### Drive-strength map

Drawn at 2 px/um.
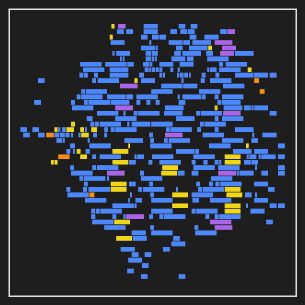
### Track usage over the die

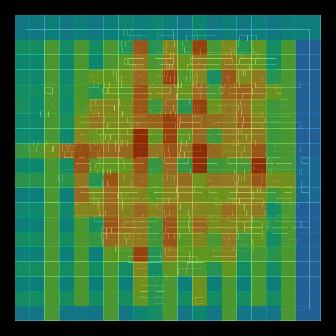
==> config.mk <==
export PLATFORM = sky130hd
export DESIGN_NAME = reg_file_param
export DESIGN_NICKNAME = d
export VERILOG_FILES = /design/src/rtl/cpu_pkg.sv /design/src/rtl/reg_scoreboard.sv /design/src/rtl/reg_file_param.sv
export SDC_FILE = /design/constraint.sdc
export NUM_CORES = 1
export LEC_CHECK = 0
export CAP_MARGIN = 20
export CORE_MARGIN = 5
export CORE_UTILIZATION = 25
export DETAILED_ROUTE_END_ITERATION = 6
export GPL_TIMING_DRIVEN = 0
export MAX_ROUTING_LAYER = met4
export PLACE_DENSITY_LB_ADDON = 0.25
export RECOVER_POWER = 25
export SETUP_SLACK_MARGIN = 0.15
export SYNTH_ARGS = -nofsm -noshare
export SYNTH_HDL_FRONTEND = slang
export SYNTH_SLANG_ARGS = --single-unit
==> constraint.sdc <==
create_clock -name CLK -period 2.1 [get_ports CLK]
set_input_delay 0.42 -clock CLK [delete_from_list [all_inputs] [get_ports CLK]]
set_output_delay 0.42 -clock CLK [all_outputs]
set_load 0.01 [all_outputs]
==> flow_summary.ini <==
; synthesis and place-and-route metrics
[global_route]
grtUsageTotal = 0.123
met1_usage = 0.143
grt_pass1_vias = 2834
globalRouteOverflowTotal = 0

[logic_synthesis]
syn_inst = 292
yosysWarnings = 0
yosysTopAreaCell = edfxtp_1
edf_count = 64

[min_path]
hp-class = in2reg

[routing]
wire_per_inst_um = 20.4
firstDrtPassIters = 4

[outcome]
status = finished clean

[worst_setup_path]
crit_arrival_ps = 2110
cp_cell_sequence = clkbuf_2 -> clkbuf_1 -> mux4_2 -> mux2i_1 -> nor2_1
worst-path-stages = 5
path_class = in2reg
max_stage_delay_ps = 690
startpoint_type = input port
crit_family = buffers and inverters

[floorplan]
placeableCoreArea_sq_mm = 0.0173
die_w_um = 143
io_pins = 50

[job]
tool_warnings = 26

[clocking]
clkLatencyLatePin_ps = 350
clk_pin_slew_ps = 60

[cells_and_area]
fin_util = 0.312
finalNetCount = 369

[place]
place_ws_ps = -582

[sta]
rsz0062_at_grt = no
fin_hold_ws_ps = 496
fin_crit_sh = 0.898

[power]
p_total_mw = 4.16
Back to the opening pictures, 'Drive-strength map':
Key: drive 3 to 4 = orange [cells 5, share 1.4%]; drive 6 and up = purple [cells 14, share 4.0%]; drive 1 or less = blue [cells 297, share 85%]; drive 2 = yellow [cells 34, share 9.7%]
Final Cell Area: 0.00540 sq mm
PnR worst setup slack: 213 ps
count of non-CTS buffers in the layout: 57
area growth from synthesis to layout: 22.5%

Back to the opening pictures, 'Track usage over the die':
GRT Max-Usage Layer: met2
met2 global-route usage: 0.211

==> what timing repair did <==
action	in CTS	in global routing
setup endpoints to repair	44	3
resized	5	2
hold buffers	0	0
==> layout make-up <==
| class | instances | area, sq um | area share |
|---|---|---|---|
| multi-input cells | 175 | 1810 | 0.335 |
| inverters | 12 | 45.0 | 0.00835 |
| clock buffers | 12 | 236 | 0.0438 |
| flip-flops and latches | 90 | 2440 | 0.453 |
| plain buffers | 15 | 120 | 0.0223 |
| clock inverters | 4 | 42.5 | 0.00788 |
| repair buffers | 42 | 418 | 0.0774 |
| well taps | 225 | 282 | 0.0522 |
==> layout by cell type (no fill, tap or decap), drive strengths merged, types with 11 or more instances in the layout <==
cell / n
inv: 12
dlygate4sd3: 19
edfxtp: 64
dfxtp: 26
mux2i: 18
nor2: 23
buf: 11
clkbuf: 17
and2: 64
clkdlybuf4s50: 22
mux4: 36
==> per-layer routing <==
metal	share of wire	vias to the layer above	wire length, um
li1	-	1218	-
met1	0.40	1348	4740
met2	0.54	47	6380
met3	0.032	14	378
met4	0.020	0	235
met5	0	-	0
==> logic make-up after synthesis <==
kind of cell,count (synthesis),share of synthesized area
simple gates,105,0.139
compound gates,16,0.0273
flops,90,0.554
buf+inv,27,0.0375
mux,54,0.242
==> worst reg2reg max path: cells and delay by family (launching register included) <==
kind             cells  cell delay [ps]
multiplexers         2              780
flip-flops           1              380
AND/OR/NAND/NOR      1               60
==> power by group <==
part / switching (mW) / leakage (nW) / internal [mW]
logic: 0.256 / 1.02 / 0.258
registers: 0.0468 / 0.833 / 2.02
clock network: 0.664 / 0.136 / 0.914
total: 0.967 / 1.99 / 3.19
No activity file was given, so power comes from the tool's default toggle rates.
